File: src/rtl/tpu_command_feeder_pkg.sv
// Shared TPU command constants: opcodes, command width, issuer states and the
// opcode-to-length lookup used by the byte assembler.
package tpu_command_feeder_pkg;

   localparam int CMD_W = 48;

   localparam logic [7:0] TPU_CLEARSCREEN = 8'h01;
   localparam logic [7:0] TPU_PRINT       = 8'h02;
   localparam logic [7:0] TPU_LOCATE      = 8'h03;
   localparam logic [7:0] TPU_SETATTR     = 8'h04;
   localparam logic [7:0] TPU_SETMASK     = 8'h05;
   localparam logic [7:0] TPU_FILLAREA    = 8'h06;

   typedef enum logic [1:0] {
      S_IDLE,
      S_ISSUE,
      S_ACK,
      S_WAIT
   } issue_state_t;

   // Total command length in bytes, opcode included; 0 marks an unknown opcode.
   function automatic logic [2:0] tpu_cmd_length(input logic [7:0] opcode);
      case (opcode)
         TPU_CLEARSCREEN:          return 3'd1;
         TPU_PRINT:                return 3'd2;
         TPU_LOCATE, TPU_SETATTR:  return 3'd3;
         TPU_SETMASK, TPU_FILLAREA: return 3'd4;
         default:                  return 3'd0;
      endcase
   endfunction

endpackage

File: src/rtl/tpu_command_feeder_if.sv
// Bundle of the receiver-side, TPU-side and status signals of the command feeder.
interface tpu_command_feeder_if;
   import tpu_command_feeder_pkg::*;

   logic             rx_valid;
   logic [7:0]       rx_data;
   logic             tpu_busy;
   logic             clear_flags;
   logic             execute;
   logic [CMD_W-1:0] command;
   logic             queue_full;
   logic             overflow;
   logic             bad_opcode;
   logic             timed_out;

   modport master (
      output rx_valid, rx_data, tpu_busy, clear_flags,
      input  execute, command, queue_full, overflow, bad_opcode, timed_out
   );

   modport slave (
      input  rx_valid, rx_data, tpu_busy, clear_flags,
      output execute, command, queue_full, overflow, bad_opcode, timed_out
   );
endinterface

File: src/rtl/tpu_command_fifo.sv
// First-word-fall-through command queue with registered count, full and empty.
module tpu_command_fifo #(
   parameter int DEPTH = 4,
   parameter int WIDTH = 48
) (
   input  logic             clk,
   input  logic             reset,
   input  logic             push,
   input  logic [WIDTH-1:0] din,
   input  logic             pop,
   output logic [WIDTH-1:0] dout,
   output logic             full,
   output logic             empty
);
   localparam int PW = $clog2(DEPTH);
   localparam int CW = $clog2(DEPTH) + 1;

   logic [WIDTH-1:0] mem [DEPTH];
   logic [PW-1:0]    wr_ptr, rd_ptr;
   logic [CW-1:0]    count, count_next;
   logic             do_push, do_pop;

   // A push while full is still accepted when a pop frees the slot that cycle.
   assign do_push = push && (!full || pop);
   assign do_pop  = pop && !empty;
   assign dout    = mem[rd_ptr];

   always_comb begin
      // NOTE: every combinational output gets a default first so no path can infer a latch.
      count_next = count;
      case ({do_push, do_pop})
         2'b10:   count_next = count + CW'(1);
         2'b01:   count_next = count - CW'(1);
         default: count_next = count;
      endcase
   end

   // NOTE: the storage array carries no reset; only pointers and flags define validity.
   always_ff @(posedge clk) begin
      if (do_push) mem[wr_ptr] <= din;
   end

   always_ff @(posedge clk) begin
      // NOTE: sequential state uses non-blocking assignments so all registers update together.
      if (reset) begin
         wr_ptr <= '0;
         rd_ptr <= '0;
         count  <= '0;
         full   <= 1'b0;
         empty  <= 1'b1;
      end else begin
         if (do_push) wr_ptr <= wr_ptr + PW'(1);
         if (do_pop)  rd_ptr <= rd_ptr + PW'(1);
         count <= count_next;
         full  <= (count_next == CW'(DEPTH));
         empty <= (count_next == '0);
      end
   end
endmodule

File: src/rtl/tpu_command_feeder.sv
// Assembles received bytes into TPU commands, queues them and issues one command
// per TPU transaction, with sticky error flags for lost or malformed input.
module tpu_command_feeder
   import tpu_command_feeder_pkg::*;
#(
   parameter int FIFO_DEPTH = 4,
   parameter int TIMEOUT    = 100000
) (
   input logic                 clk,
   input logic                 reset,
   tpu_command_feeder_if.slave bus
);
   localparam int TMO_W = $clog2(TIMEOUT + 1);

   logic [1:0]       byte_idx, eff_idx, idx_next;
   logic [2:0]       cmd_len, len_next, op_len;
   logic [CMD_W-1:0] asm_buf, buf_next;
   logic [TMO_W-1:0] tmo_cnt;
   logic             timeout_hit, push, bad_set, overflow_set;

   logic             pop, fifo_full, fifo_empty;
   logic [CMD_W-1:0] fifo_dout, command_q;
   issue_state_t     state, state_next;
   logic             overflow_q, bad_opcode_q, timed_out_q;

   // On the timeout cycle the partial command is gone, so a byte arriving then is an opcode.
   assign timeout_hit = (byte_idx != 2'd0) && (tmo_cnt == TMO_W'(TIMEOUT));
   assign eff_idx     = timeout_hit ? 2'd0 : byte_idx;
   assign op_len      = tpu_cmd_length(bus.rx_data);

   always_comb begin
      idx_next = eff_idx;
      len_next = cmd_len;
      buf_next = asm_buf;
      push     = 1'b0;
      bad_set  = 1'b0;
      if (bus.rx_valid) begin
         if (eff_idx == 2'd0) begin
            if (op_len == 3'd0) begin
               bad_set = 1'b1;
            end else begin
               buf_next = {{(CMD_W-8){1'b0}}, bus.rx_data};
               len_next = op_len;
               push     = (op_len == 3'd1);
               idx_next = (op_len == 3'd1) ? 2'd0 : 2'd1;
            end
         end else begin
            for (int k = 1; k < 4; k++) begin
               if (eff_idx == 2'(k)) buf_next[8*k +: 8] = bus.rx_data;
            end
            if (({1'b0, eff_idx} + 3'd1) == cmd_len) begin
               push     = 1'b1;
               idx_next = 2'd0;
            end else begin
               idx_next = eff_idx + 2'd1;
            end
         end
      end
   end

   assign overflow_set = push && fifo_full && !pop;

   always_ff @(posedge clk) begin
      if (reset) begin
         byte_idx <= 2'd0;
         cmd_len  <= 3'd0;
         asm_buf  <= '0;
         tmo_cnt  <= '0;
      end else begin
         byte_idx <= idx_next;
         cmd_len  <= len_next;
         asm_buf  <= buf_next;
         if (bus.rx_valid || eff_idx == 2'd0)     tmo_cnt <= '0;
         else if (tmo_cnt != TMO_W'(TIMEOUT))     tmo_cnt <= tmo_cnt + TMO_W'(1);
      end
   end

   // A flag that sets on the same cycle as clear_flags stays set.
   always_ff @(posedge clk) begin
      if (reset) begin
         overflow_q   <= 1'b0;
         bad_opcode_q <= 1'b0;
         timed_out_q  <= 1'b0;
      end else begin
         overflow_q   <= overflow_set | (overflow_q   & ~bus.clear_flags);
         bad_opcode_q <= bad_set      | (bad_opcode_q & ~bus.clear_flags);
         timed_out_q  <= timeout_hit  | (timed_out_q  & ~bus.clear_flags);
      end
   end

   tpu_command_fifo #(
      .DEPTH (FIFO_DEPTH),
      .WIDTH (CMD_W)
   ) u_fifo (
      .clk   (clk),
      .reset (reset),
      .push  (push),
      .din   (buf_next),
      .pop   (pop),
      .dout  (fifo_dout),
      .full  (fifo_full),
      .empty (fifo_empty)
   );

   always_comb begin
      state_next = state;
      pop        = 1'b0;
      case (state)
         S_IDLE:  if (!fifo_empty && !bus.tpu_busy) begin
                     pop        = 1'b1;
                     state_next = S_ISSUE;
                  end
         S_ISSUE: state_next = S_ACK;
         // Single-cycle TPU commands may already have dropped busy by now.
         S_ACK:   state_next = bus.tpu_busy ? S_WAIT : S_IDLE;
         S_WAIT:  if (!bus.tpu_busy) state_next = S_IDLE;
         default: state_next = S_IDLE;
      endcase
   end

   always_ff @(posedge clk) begin
      if (reset) begin
         state     <= S_IDLE;
         command_q <= '0;
      end else begin
         state <= state_next;
         if (pop) command_q <= fifo_dout;
      end
   end

   assign bus.execute    = (state == S_ISSUE);
   assign bus.command    = command_q;
   assign bus.queue_full = fifo_full;
   assign bus.overflow   = overflow_q;
   assign bus.bad_opcode = bad_opcode_q;
   assign bus.timed_out  = timed_out_q;
endmodule

File: src/flat_wrapper.sv
// flat-port wrapper written by rule: the top's interface ports become plain ports
module tpu_command_feeder_flat import tpu_command_feeder_pkg::*;
#(
   parameter int FIFO_DEPTH = 4,
   parameter int TIMEOUT    = 100000
)
  (clk, reset, bus_rx_valid, bus_rx_data, bus_tpu_busy, bus_clear_flags, bus_execute, bus_command, bus_queue_full, bus_overflow, bus_bad_opcode, bus_timed_out);
  tpu_command_feeder_if bus_i ();
  input logic clk;
  input logic reset;
  input wire logic [$bits(bus_i.rx_valid)-1:0] bus_rx_valid;
  input wire logic [$bits(bus_i.rx_data)-1:0] bus_rx_data;
  input wire logic [$bits(bus_i.tpu_busy)-1:0] bus_tpu_busy;
  input wire logic [$bits(bus_i.clear_flags)-1:0] bus_clear_flags;
  output wire logic [$bits(bus_i.execute)-1:0] bus_execute;
  output wire logic [$bits(bus_i.command)-1:0] bus_command;
  output wire logic [$bits(bus_i.queue_full)-1:0] bus_queue_full;
  output wire logic [$bits(bus_i.overflow)-1:0] bus_overflow;
  output wire logic [$bits(bus_i.bad_opcode)-1:0] bus_bad_opcode;
  output wire logic [$bits(bus_i.timed_out)-1:0] bus_timed_out;
  assign bus_i.rx_valid = bus_rx_valid;
  assign bus_i.rx_data = bus_rx_data;
  assign bus_i.tpu_busy = bus_tpu_busy;
  assign bus_i.clear_flags = bus_clear_flags;
  assign bus_execute = bus_i.execute;
  assign bus_command = bus_i.command;
  assign bus_queue_full = bus_i.queue_full;
  assign bus_overflow = bus_i.overflow;
  assign bus_bad_opcode = bus_i.bad_opcode;
  assign bus_timed_out = bus_i.timed_out;
  tpu_command_feeder #(.FIFO_DEPTH(FIFO_DEPTH), .TIMEOUT(TIMEOUT)) u_core (.clk(clk), .reset(reset), .bus(bus_i));
endmodule
File: config.mk
export PLATFORM = sky130hd
export DESIGN_NAME = tpu_command_feeder_flat
export DESIGN_NICKNAME = d
export VERILOG_FILES = /design/src/rtl/tpu_command_feeder_pkg.sv /design/src/rtl/tpu_command_feeder_if.sv /design/src/rtl/tpu_command_fifo.sv /design/src/rtl/tpu_command_feeder.sv /design/src/flat_wrapper.sv
export SDC_FILE = /design/constraint.sdc
export NUM_CORES = 1
export LEC_CHECK = 0
export CAP_MARGIN = 20
export CORE_UTILIZATION = 44
export DETAILED_ROUTE_END_ITERATION = 8
export GPL_ROUTABILITY_DRIVEN = 0
export GPL_TIMING_DRIVEN = 0
export PLACE_DENSITY_LB_ADDON = 0.12
export SLEW_MARGIN = 10
export SYNTH_ARGS = -nofsm -noshare
export SYNTH_HDL_FRONTEND = slang
export SYNTH_HIERARCHICAL = 1
export SYNTH_SLANG_ARGS = --single-unit
File: constraint.sdc
create_clock -name clk -period 4.35 [get_ports clk]
set_input_delay 0.87 -clock clk [delete_from_list [all_inputs] [get_ports clk]]
set_output_delay 0.87 -clock clk [all_outputs]
set_load 0.005 [all_outputs]
Figure 1. Wiring by layer.
Scale: 2 px per um. Only two layers are drawn.
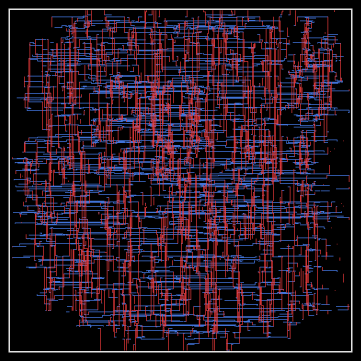
[blue] M1 | wire length: 12600 um
[red] M2 | wire length: 11800 um

Figure 2. M3 wires.
Scale: 2 px per um.
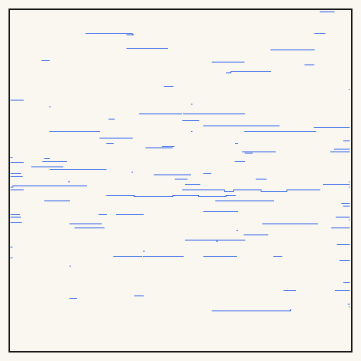
share of all routed wire: 4.1%
wire length on this layer: 1070 um
main direction: horizontal
longest straight run: 39.3 um
nets with wire on the layer: 58
global-route track usage on met3: 2.91%
via count: 7215
Post-Route WL: 26000 um

Figure 3. Where the registers sit.
Scale: 3 px per um.
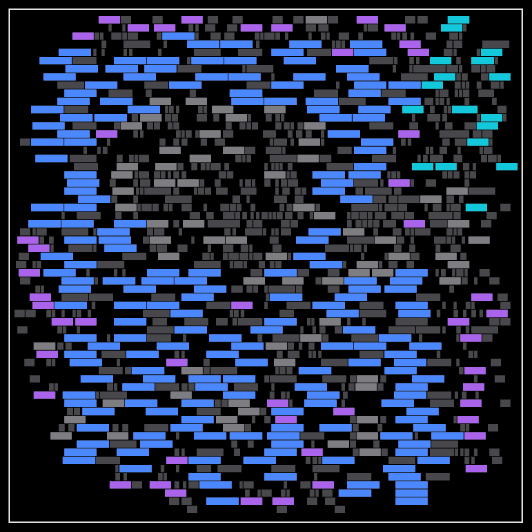
[blue] `u_core/u_fifo/mem` | sequential cells: 192 | where: all over the die
[purple] `u_core/bus.command` | sequential cells: 48 | where: all over the die
[cyan] `u_core/tmo_cnt` | sequential cells: 17 | where: north-east
not coloured: 69
fraction of area in registers: 56.7%
final core occ: 53.5%
Storage cell area: 8450 um^2
Seq. pwr: 3.24 mW

Figure 4. Cell classes on the final placement.
Scale: 1.5 px per um.
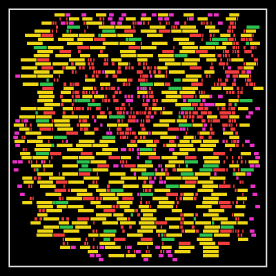
[green] clock drivers and dummy loads | cells: 63 | share of their area: 8.0%
[magenta] remaining buffers and delay cells | cells: 122 | share of their area: 6.7%
[red] remaining logic cells | cells: 527 | share of their area: 27%
[yellow] registers | cells: 326 | share of their area: 59%

Figure 5. Cell outlines without signal wires.
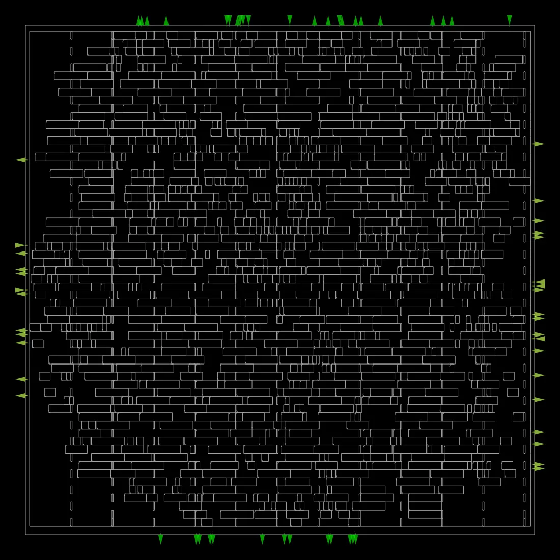
number of core rows: 61
Seq cells: 326

## layout by cell type, fill, tap and decap left out, drive strengths merged, types with 10 or more instances in the layout
cell / n
nor2: 36
ha: 11
edfxtp: 192
inv: 17
xor2: 13
mux2i: 10
nor2b: 34
buf: 28
clkbuf: 82
a21oi: 61
nand2: 127
mux4: 48
and2: 55
dfxtp: 134
o21ai: 24
clkdlybuf4s50: 63
a31oi: 10
## layer usage
metal,global-route usage [%],vias up,wire length (um)
li1,-,3496,-
met1,26.7,3548,12600
met2,29.0,134,11800
met3,2.91,37,1070
met4,5.17,0,487
met5,0,-,0
==> ci_impl_report.md <==
### Yosys + OpenROAD results

| Metric | Value |
|---|---|
| RSZ-0062 raised after global routing | no |
| Number of routed nets with antenna violations | 0 |
| Critical Path AT | about 4.6 ns |
| Post-layout period usage | a little over nine tenths |
| Tot Pwr | around 6.3 mW |
| Max clock buf depth | 3 |
| Net Sw Frac | approximately a fifth |
| Worst-margin pin slew | ~0.84 ns |
| Worst path depth | 17 |
| Min-delay src | u_core/asm_buf[43] |
| XORs/XNORs by Area | ~1.5% |
| Gate Area | ~3800 um^2 |
| Worst path max stage delay | approximately 0.60 ns |
| Via density | slightly above 5 |
| Wire per inst | about 18 um |
| Worst min path class | register to register |
| R2R Path Start | u_core/tmo_cnt[2] |
| Maxcap violations | 0 |
| Hold path depth | 1 |
| Reg clk slew, reported paths | about 0.060 ns |
| Worst Skew | approximately 0.013 ns |
| R2R Path End | u_core/u_fifo/empty |
| Hold EP | u_core/asm_buf[43] |
| Int Power | ~5 mW |
| Commonest flop | edfxtp_1 |
| Die Span X | 171 um |
| Area share, top type | roughly 46% |
| Final Cell Area | ~15000 um^2 |
| Top Ports | around 66 |
| Dominant comb cell | simple AND/OR/NAND/NOR gates |
| Port Buffers | about 63 |
| Cell family with most CP delay | simple AND/OR/NAND/NOR gates |
| Detailed placement HPWL | 16200 um |
| CP Cell Sequence | or4_4 -> or4_4 -> nand2_4 -> inv_1 -> ha_2 -> buf_8 -> xor2_1 -> nor3_2 -> o21a_1 -> inv_2 -> nor2_4 -> inv_1 -> ha_2 -> fa_2 -> xnor2_2 -> or4_4 -> o311a_1 |
| Vias in the first global route | approximately 7100 |
| Largest net degree at the start of global routing | roughly 49 |
| Clock power frac | 46.9% |
| # diodes | 0 |
| Slowest library cell on the worst path | or4_4 |
| Combinational share of cell area | between 20% and 30% |
| Core area | approximately 28000 um^2 |
| TAP cells | between 300 and 400 |
| Flop2flop setup slack | 0.18 ns |
| Synth Warn # | 6 |
| Critical path type | register to register |
| Sw Pwr | 1.22 mW |
| Syn nets | approximately 930 |
| Max_slew headroom | 43.9% |
| CP bufs+invs | 4 |
| CP Launch Point | u_core/tmo_cnt[2] |
| Crit path DRT | roughly 4.7 ns |
| Power Clock | 2.95 mW |
| PnR worst setup slack | 0.178 ns |
| Max Freq | about 240 MHz |
| Die height | 171 um |
| # resized after CTS | 9 |
| P_leak | between 4 and 5 nW |
| Tmin final | between 4 and 5 ns |
| FILL cells | ~2300 |
| Mux share | under 10% |
| Leading area contributor after synthesis | edfxtp_1 |
| Worst skew pair latency | 0.50 ns |
| Cells after DPL | about 1300 |
| Cell area leaders | edfxtp_1, dfxtp_1, mux4_2 |
| Aoi/oai-family share of the synthesized area | approximately 5.5% |
| Nets@finish | between 1000 and 1500 |
| Top Consumer | sequential cells |
| Registers, synthesis | about 330 |
| Max reg flops | ~190 |
| Yosys cell count | 904 |
| Comb. pwr | between 90 and 100 uW |
| Final tally of max-slew violations | 0 |
| Post-synth ARST share | 0% |
| Mapped Area | ~12000 um^2 |
| Chip area | approximately 29000 um^2 |
| Most common cell in the netlist | edfxtp_1 |
| Floorplan utilization | 44.9% |
| Adders+Majority by Area | between 1 and 1.5% |
| Library cells used by synthesis | 50 |
| Final std cells w/o fill | ~1400 |
| Hold Vio Cnt, Final | 0 |
| Total grt overflow | 0 |
| Setup repair bufs after CTS | 5 |
| Critical Path Most Common Cell | or4_4 |
| Post-route DRC | 0 |
| Status | completed |
| Biggest register | u_core/u_fifo/mem |
| Crit. End Element | register |
| Dpl cell area | between 10000 and 15000 um^2 |
| Setup TNS | 0 ns |
| H-tree levels | 2 |
| Yosys chip area | about 12000 um^2 |
| Clk tree area frac | around 7.7% |
| Initial antenna violation count | 0 |
| Number of buffers created by CTS | 36 |
| Setup crit end | u_core/u_fifo/empty |
| Clk root buf | clkbuf_16 |
| TritonCTS clock tree | yes |
| CP max FO | 10 |
| Layout cells sized above 1 | 14.3% |
| Inverters, non-clock | 17 |
| Post-synth top cells | edfxtp_1, dfxtp_1, nand2_1, a21oi_1, and2_1 |
| Cells after Synth | about 900 |
| Tool Warnings | 33 |
| Hold-fix buffers at CTS | 0 |
| Max-area cell class | registers |
| CLK BUF | a little over 50 |
| Flip-flops with a built-in enable | between 150 and 200 |
| Global-route wire length before repair | between 40000 and 50000 um |
| Post-Synth Simple-Gate Area | about an eighth |
| Iter 0 DRT Violations | about 480 |
| Non-clock buffer share | roughly 6.4% |
| Max IR drop VDD | approximately 0.22 mV |
| CTS Sinks | 326 |
| Non-clock buffers | around 120 |
| All-Layer GR Usage | a little under a fifth |
| DRT Pass-1 Iters | 7 |
| PD cells | around 420 nW/um^2 |
| Setup-failing EPs final | 0 |
| Cells on worst reg2reg path | 17 |
| Logic pwr share | under 10% |
| Synth Area per Inst | 13.8 um^2 |
| Area delta synth->final | 19.3% |
| Critical path launch point type | register |
| Mi-comb count | 510 |
| Setup WS pre-CTS | -0.549 ns |
| Synth Seq Share | about 68% |
Power and IR drop assume default switching activity.
